[src/rtl/sampler_ctrl_pkg.sv]
// Shared constants, state encoding and control-word helper for the sampler capture sequencer.
package sampler_ctrl_pkg;

  localparam int unsigned ADDR_W = 6;
  localparam int unsigned DATA_W = 32;

  // Sampler register map
  localparam logic [ADDR_W-1:0] ADDR_CTRL   = 6'h00;
  localparam logic [ADDR_W-1:0] ADDR_PERIOD = 6'h04;
  localparam logic [ADDR_W-1:0] ADDR_RISE   = 6'h08;
  localparam logic [ADDR_W-1:0] ADDR_FALL   = 6'h0C;

  // Control register fields
  localparam int unsigned CTRL_EN_BIT    = 0;
  localparam int unsigned CTRL_CLR_BIT   = 1;
  localparam int unsigned CTRL_LOGCH_LSB = 8;
  localparam int unsigned CTRL_LOGCH_W   = 3;

  // Status register fields (read back from ADDR_CTRL)
  localparam int unsigned STAT_BUSY_BIT = 5;
  localparam int unsigned STAT_OVF_LSB  = 6;
  localparam int unsigned STAT_OVF_W    = 2;

  typedef enum logic [2:0] {
    ST_IDLE  = 3'd0,
    ST_CFG   = 3'd1,
    ST_ARM   = 3'd2,
    ST_RUN   = 3'd3,
    ST_STOP  = 3'd4,
    ST_DRAIN = 3'd5,
    ST_DONE  = 3'd6
  } state_t;

  // Assemble a control-register write value
  function automatic logic [DATA_W-1:0] ctrl_word(input logic en, input logic clr,
                                                  input logic [CTRL_LOGCH_W-1:0] log_ch);
    logic [DATA_W-1:0] w;
    w = '0;
    w[CTRL_EN_BIT] = en;
    w[CTRL_CLR_BIT] = clr;
    w[CTRL_LOGCH_LSB +: CTRL_LOGCH_W] = log_ch;
    return w;
  endfunction

endpackage

[src/rtl/sampler_trigger_match.sv]
// Registered masked pattern comparator; hit follows the sample bus by one cycle.
module sampler_trigger_match
  import sampler_ctrl_pkg::*;
(
  input  logic              clk,
  input  logic              rst_n,
  input  logic [DATA_W-1:0] sample,
  input  logic [DATA_W-1:0] mask,
  input  logic [DATA_W-1:0] value,
  output logic              hit
);

  // Register the masked equality so the FSM sees a clean, timed compare
  always_ff @(posedge clk or negedge rst_n) begin
    if (!rst_n) begin
      hit <= 1'b0;
    end else begin
      hit <= ((sample & mask) == (value & mask));
    end
  end

endmodule

[src/rtl/sampler_capture_ctrl.sv]
// Capture sequencer: programs the sampler, waits for the trigger, counts words, stops and drains.
module sampler_capture_ctrl
  import sampler_ctrl_pkg::*;
#(
  parameter int unsigned CNT_W = 32
) (
  input  logic                    clk,
  input  logic                    rst_n,
  input  logic                    start,
  input  logic                    abort,
  input  logic [DATA_W-1:0]       cfg_period,
  input  logic [DATA_W-1:0]       cfg_rise_mask,
  input  logic [DATA_W-1:0]       cfg_fall_mask,
  input  logic [CTRL_LOGCH_W-1:0] cfg_log_channels,
  input  logic [DATA_W-1:0]       cfg_trig_mask,
  input  logic [DATA_W-1:0]       cfg_trig_value,
  input  logic [CNT_W-1:0]        cfg_word_count,
  input  logic [DATA_W-1:0]       trig_s,
  input  logic                    smp_out_valid,
  output logic                    avalid,
  output logic                    awe,
  output logic [ADDR_W-1:0]       aaddr,
  output logic [DATA_W-1:0]       adata,
  input  logic                    bvalid,
  input  logic [DATA_W-1:0]       bdata,
  output logic                    busy,
  output logic                    armed,
  output logic                    done,
  output logic                    aborted,
  output logic                    overflow_seen,
  output logic [CNT_W-1:0]        words_captured,
  output logic [2:0]              state_o
);

  state_t           state;
  logic [1:0]       step;
  logic             hit;
  logic [CNT_W-1:0] cnt_inc;
  logic             term_hit;
  logic             rd_resp;
  logic             unused_bdata;

  sampler_trigger_match u_trig (
    .clk    (clk),
    .rst_n  (rst_n),
    .sample (trig_s),
    .mask   (cfg_trig_mask),
    .value  (cfg_trig_value),
    .hit    (hit)
  );

  // Saturating increment and terminal-count detect on the incremented value
  assign cnt_inc  = (words_captured == '1) ? words_captured : words_captured + CNT_W'(1);
  assign term_hit = smp_out_valid && (cfg_word_count != '0) && (cnt_inc == cfg_word_count);

  // A response is only ours when no new request is on the bus; this drops write acks
  assign rd_resp = bvalid && !avalid;

  assign state_o = state;

  assign unused_bdata = ^{bdata[DATA_W-1:STAT_OVF_LSB+STAT_OVF_W], bdata[STAT_BUSY_BIT-1:0]};

  // Sequencer FSM with registered bus and status outputs
  always_ff @(posedge clk or negedge rst_n) begin
    if (!rst_n) begin
      state          <= ST_IDLE;
      step           <= 2'd0;
      avalid         <= 1'b0;
      awe            <= 1'b0;
      aaddr          <= '0;
      adata          <= '0;
      busy           <= 1'b0;
      armed          <= 1'b0;
      done           <= 1'b0;
      aborted        <= 1'b0;
      overflow_seen  <= 1'b0;
      words_captured <= '0;
    end else begin
      avalid <= 1'b0;
      awe    <= 1'b0;
      done   <= 1'b0;
      case (state)
        ST_IDLE, ST_DONE: begin
          if (start) begin
            state         <= ST_CFG;
            step          <= 2'd1;
            busy          <= 1'b1;
            aborted       <= 1'b0;
            overflow_seen <= 1'b0;
            avalid        <= 1'b1;
            awe           <= 1'b1;
            aaddr         <= ADDR_CTRL;
            adata         <= ctrl_word(1'b0, 1'b1, 3'd0);
          end
        end
        ST_CFG: begin
          if (abort) begin
            state   <= ST_STOP;
            aborted <= 1'b1;
            avalid  <= 1'b1;
            awe     <= 1'b1;
            aaddr   <= ADDR_CTRL;
            adata   <= '0;
          end else begin
            case (step)
              2'd1: begin
                avalid <= 1'b1;
                awe    <= 1'b1;
                aaddr  <= ADDR_PERIOD;
                adata  <= cfg_period;
                step   <= 2'd2;
              end
              2'd2: begin
                avalid <= 1'b1;
                awe    <= 1'b1;
                aaddr  <= ADDR_RISE;
                adata  <= cfg_rise_mask;
                step   <= 2'd3;
              end
              2'd3: begin
                avalid <= 1'b1;
                awe    <= 1'b1;
                aaddr  <= ADDR_FALL;
                adata  <= cfg_fall_mask;
                step   <= 2'd0;
              end
              default: begin
                state <= ST_ARM;
                armed <= 1'b1;
              end
            endcase
          end
        end
        ST_ARM: begin
          if (abort) begin
            state   <= ST_STOP;
            armed   <= 1'b0;
            aborted <= 1'b1;
            avalid  <= 1'b1;
            awe     <= 1'b1;
            aaddr   <= ADDR_CTRL;
            adata   <= '0;
          end else if (hit) begin
            state          <= ST_RUN;
            armed          <= 1'b0;
            words_captured <= '0;
            avalid         <= 1'b1;
            awe            <= 1'b1;
            aaddr          <= ADDR_CTRL;
            adata          <= ctrl_word(1'b1, 1'b0, cfg_log_channels);
          end
        end
        ST_RUN: begin
          if (smp_out_valid) begin
            words_captured <= cnt_inc;
          end
          if (term_hit || abort) begin
            state   <= ST_STOP;
            aborted <= !term_hit;
            avalid  <= 1'b1;
            awe     <= 1'b1;
            aaddr   <= ADDR_CTRL;
            adata   <= '0;
          end
        end
        ST_STOP: begin
          if (smp_out_valid) begin
            words_captured <= cnt_inc;
          end
          state  <= ST_DRAIN;
          avalid <= 1'b1;
          aaddr  <= ADDR_CTRL;
        end
        ST_DRAIN: begin
          if (smp_out_valid) begin
            words_captured <= cnt_inc;
          end
          if (rd_resp) begin
            if (bdata[STAT_BUSY_BIT]) begin
              avalid <= 1'b1;
              aaddr  <= ADDR_CTRL;
            end else begin
              overflow_seen <= |bdata[STAT_OVF_LSB +: STAT_OVF_W];
              state         <= ST_DONE;
              busy          <= 1'b0;
              done          <= 1'b1;
            end
          end
        end
        default: begin
          state <= ST_IDLE;
          busy  <= 1'b0;
          armed <= 1'b0;
        end
      endcase
    end
  end

endmodule

[config.mk]
export PLATFORM = sky130hd
export DESIGN_NAME = sampler_capture_ctrl
export DESIGN_NICKNAME = d
export VERILOG_FILES = /design/src/rtl/sampler_ctrl_pkg.sv /design/src/rtl/sampler_trigger_match.sv /design/src/rtl/sampler_capture_ctrl.sv
export SDC_FILE = /design/constraint.sdc
export NUM_CORES = 1
export LEC_CHECK = 0
export CAP_MARGIN = 20
export CORE_MARGIN = 1
export CORE_UTILIZATION = 30
export DETAILED_ROUTE_END_ITERATION = 10
export HOLD_SLACK_MARGIN = 0.12
export PLACE_DENSITY = 0.71
export RECOVER_POWER = 25
export SLEW_MARGIN = 20
export SYNTH_ARGS = -nofsm -noshare
export SYNTH_HDL_FRONTEND = slang
export SYNTH_HIERARCHICAL = 1
export SYNTH_SLANG_ARGS = --single-unit
[constraint.sdc]
create_clock -name clk -period 7.3 [get_ports clk]
set_input_delay 1.46 -clock clk [delete_from_list [all_inputs] [get_ports clk]]
set_output_delay 1.46 -clock clk [all_outputs]
set_load 0.005 [all_outputs]
Routing congestion map:
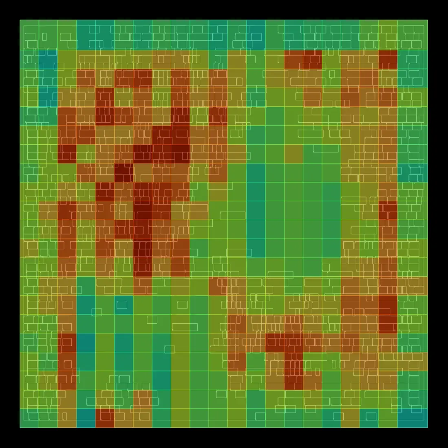
met3 Use GR: 4.648%
gr usage total: 23.09%
M2 GR Usage: 42.98%

Nets reached from selected ports:
Bar = 50 um.
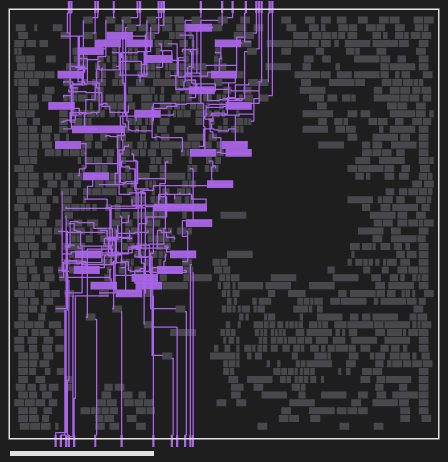
| color | port | bits | direction | edge | end cells | buffers | wire |
|---|---|---|---|---|---|---|---|
| purple | words_captured | 32 | output | 19 top, 13 bottom | 32 | 32 | 3,340 um |

Clock network drawn from the DEF:
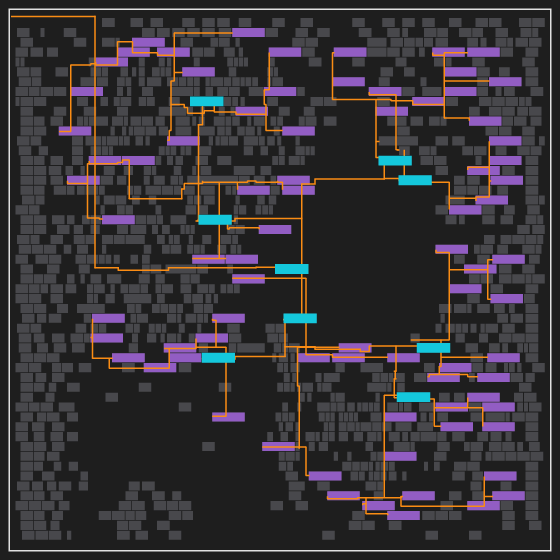
[purple] flip-flops | count: 79
[orange] clock wires | length: 1,360 um
[cyan] cells driving clock nets | count: 9
routed clock nets: 10
flops lie: all over the die
clk_lat worst skew: 0.35 ns
Clock power frac: 22.9%

Register map, names as in the netlist:
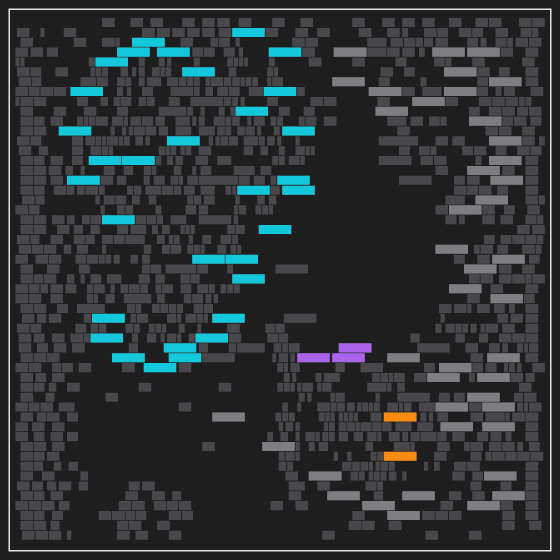
| color | name in the netlist | sequential cells |
|---|---|---|
| cyan | words_captured | 32 |
| purple | state_o | 3 |
| orange | step | 2 |
not colored: 42

==> ci_impl_report.md <==
## Synthesis and layout report

| Metric | Value |
|---|---|
| Crit path top cell by count | clkbuf_1 |
| Crit path kind | in2async |
| I/O pins | 345 |
| Top area cell types | dfrtp_1 (31%), xor2_1 (6.6%), a21oi_1 (5.4%), xnor2_1 (4.1%), a22o_1 (3.9%) |
| Status | finished with violations |
| Worst setup path endpoint | adata[0]$_DFFE_PN0P_ |
| CP Depth | 2 |
| Clock Sinks | 79 |
| Area delta synth->final | 55.04% |
| Layout cells sized above 1 | 5.197% |
| Hold path cells | 1 |
| Flops after synth | 79 |
| # Cells Yosys | 756 |
| Drt total wl | 26,050 um |
| Chip Area, Yosys | 0.006481 sq mm |
| Most instantiated logic cells after routing | clkdlybuf4s50_1 (309), dfrtp_1 (79), a21oi_1 (70), nand2_1 (53), xor2_1 (49) |
| Dominant comb cell | AND-OR/OR-AND gates |
| Synth Flop Type | dfrtp_1 |
| Switching Share | 39.33% |
| Max Clock Skew | 0.01322 ns |
| Crit Path Max Fanout | 44 |
| Chip Width | 149.0 um |
| Worst setup slack after layout | 2.358 ns |
| Post-CTS setup buffer count | 0 |
| Switch Pwr | 0.8636 mW |
| Seq pwr share | 27.9% |
| CORE AREA | 0.02109 sq mm |
| Combinational power | 1.08 mW |
| Top cell area share | 30.50% |
| CTS max path bufs | 2 |
| Leading cell kind | combinational gates |
| Fillers | 2,056 |
| Fraction of area in non-clock buffers | 31.40% |
| Final hold vios | 0 |
| Seq area share | 19.67% |
| Ao+oa area frac | 31.25% |
| Synth Seq Share | 30.50% |
| Post-synth EDFFs | 0 |
| Failing checks | capacitance limit, slew limit |
| Hold_buf cts | 0 |
| FMAX | 202.4 MHz |
| Multiplexer share | 0.4826% |
| Max_cap viols | 2 |
| Cell family with most CP delay | buffers and inverters |
| Crit path max-delay cell type | clkbuf_1 |
| Pin count of the biggest net entering global routing | 45 |
| Count leader, synth | dfrtp_1 |
| Met1 usage | 26.07% |
| Adders+Majority by Area | 1.544% |
| Crit Reg-Reg Endpoint | adata[4]$_DFFE_PN0P_ |
| Tapcells | 275 |
| GRT overflow | 0 |
| Critical path launch point | rst_n |
| Vias per std cell | 5.647 |
| Routed Antenna Nets | 0 |
| Worst slew pin tran | 2.478 ns |
| CTS Root Cell | clkbuf_16 |
| CP max stage delay | 1.85 ns |
| Worst EP arrival | 4.87 ns |
| Hold Path Class | reg2reg |
| Ordered list of cells on the worst path | clkbuf_1 -> clkbuf_1 |
| WL met3 | 2221 um |
| Register area | 0.001977 sq mm |
| Hold Slack | 0.4874 ns |
| Initial antenna violation count | 1 |
| WL per Instance | 19.82 um |
| Top sig layer | met4 |
| Chip Area | 0.02220 sq mm |
| YS warnings | 6 |
| Buf+Inv Stages, Crit Path | 2 |
| Top pwr grp | combinational cells |
| Setup crit end kind | asynchronous set/reset pin |
| Via count | 7,420 |
| Total tool warning count | 60 |
| Post_cts resized | 0 |
| Vias in the first global route | 6,988 |
| Synth unique cells | 78 |
| Inverters | 15 |
| FF-to-FF Start | words_captured[0]$_DFFE_PN0P_ |
| Worst slew margin | -65.23% |
| Tot Pwr | 2.195 mW |
| Top cells by count | dfrtp_1 (79), a21oi_1 (70), nand2_1 (53), xor2_1 (49), o21ai_0 (48) |
| CTS tree | built |
| Metal2 WL | 13,610 um |
| Clock buf/inv share | 3.200% |
| Peak supply drop | 0.1316 mV |
| Sum of negative setup slack | 0 ns |
| Power per standard cell area | 218.5 mW/mm^2 |
| Height of the die | 149.0 um |
| Synth Area in XOR/XNOR | 10.68% |
| Top cell excl fill/tap | clkdlybuf4s50_1 |
| Comb area share | 41.74% |
| Startpoint Class | input pin |
| Reg2reg setup slack | 2.64 ns |
| Clk pin slew, worst setup/hold paths | 0.06 ns |
| Cells after synthesis | 756 |
| Final nets | 1,307 |
| Unrepaired setup endpoints after global routing | false |
| DRT iter0 DRCs | 626 |
| R2r worst-path depth | 10 |
| First-pass GRT wire length | 39,140 um |
| Post-place instance area | 0.009734 sq mm |
| Slew Viols, Final | 82 |
| Hold path endpoint | busy$_DFFE_PN0P_ |
| Basic Gates by Area | 20.42% |
| Design Area, Final | 0.01005 sq mm |
| Logic area | 0.004194 sq mm |
| Clock buffer count from CTS | 9 |
| Ys async rst share | 100.0% |
| Post-synth top area cell | dfrtp_1 |
| Place WS | 2.488 ns |
| Bufs w/o clock | 318 |
| Max H-tree Level | 3 |
| DRT Pass-1 Iters | 5 |
| Logic pwr share | 49.2% |
| Final Setup Violations | 0 |
| PortBufs | 311 |
| Metal-1 WL | 9576 um |
| Final Non-Filler Cells | 1,314 |
| WP data required | 7.23 ns |
| Placed instance count | 1,298 |
| MI comb cells | 611 |
| DRC violations left | 0 |
| Hpwl dp | 20,570 um |
| Initial core utilization | 30.73% |
| P_leak | 3.821 nW |
Power figures rest on the tool's default switching activity, not on a simulated workload.
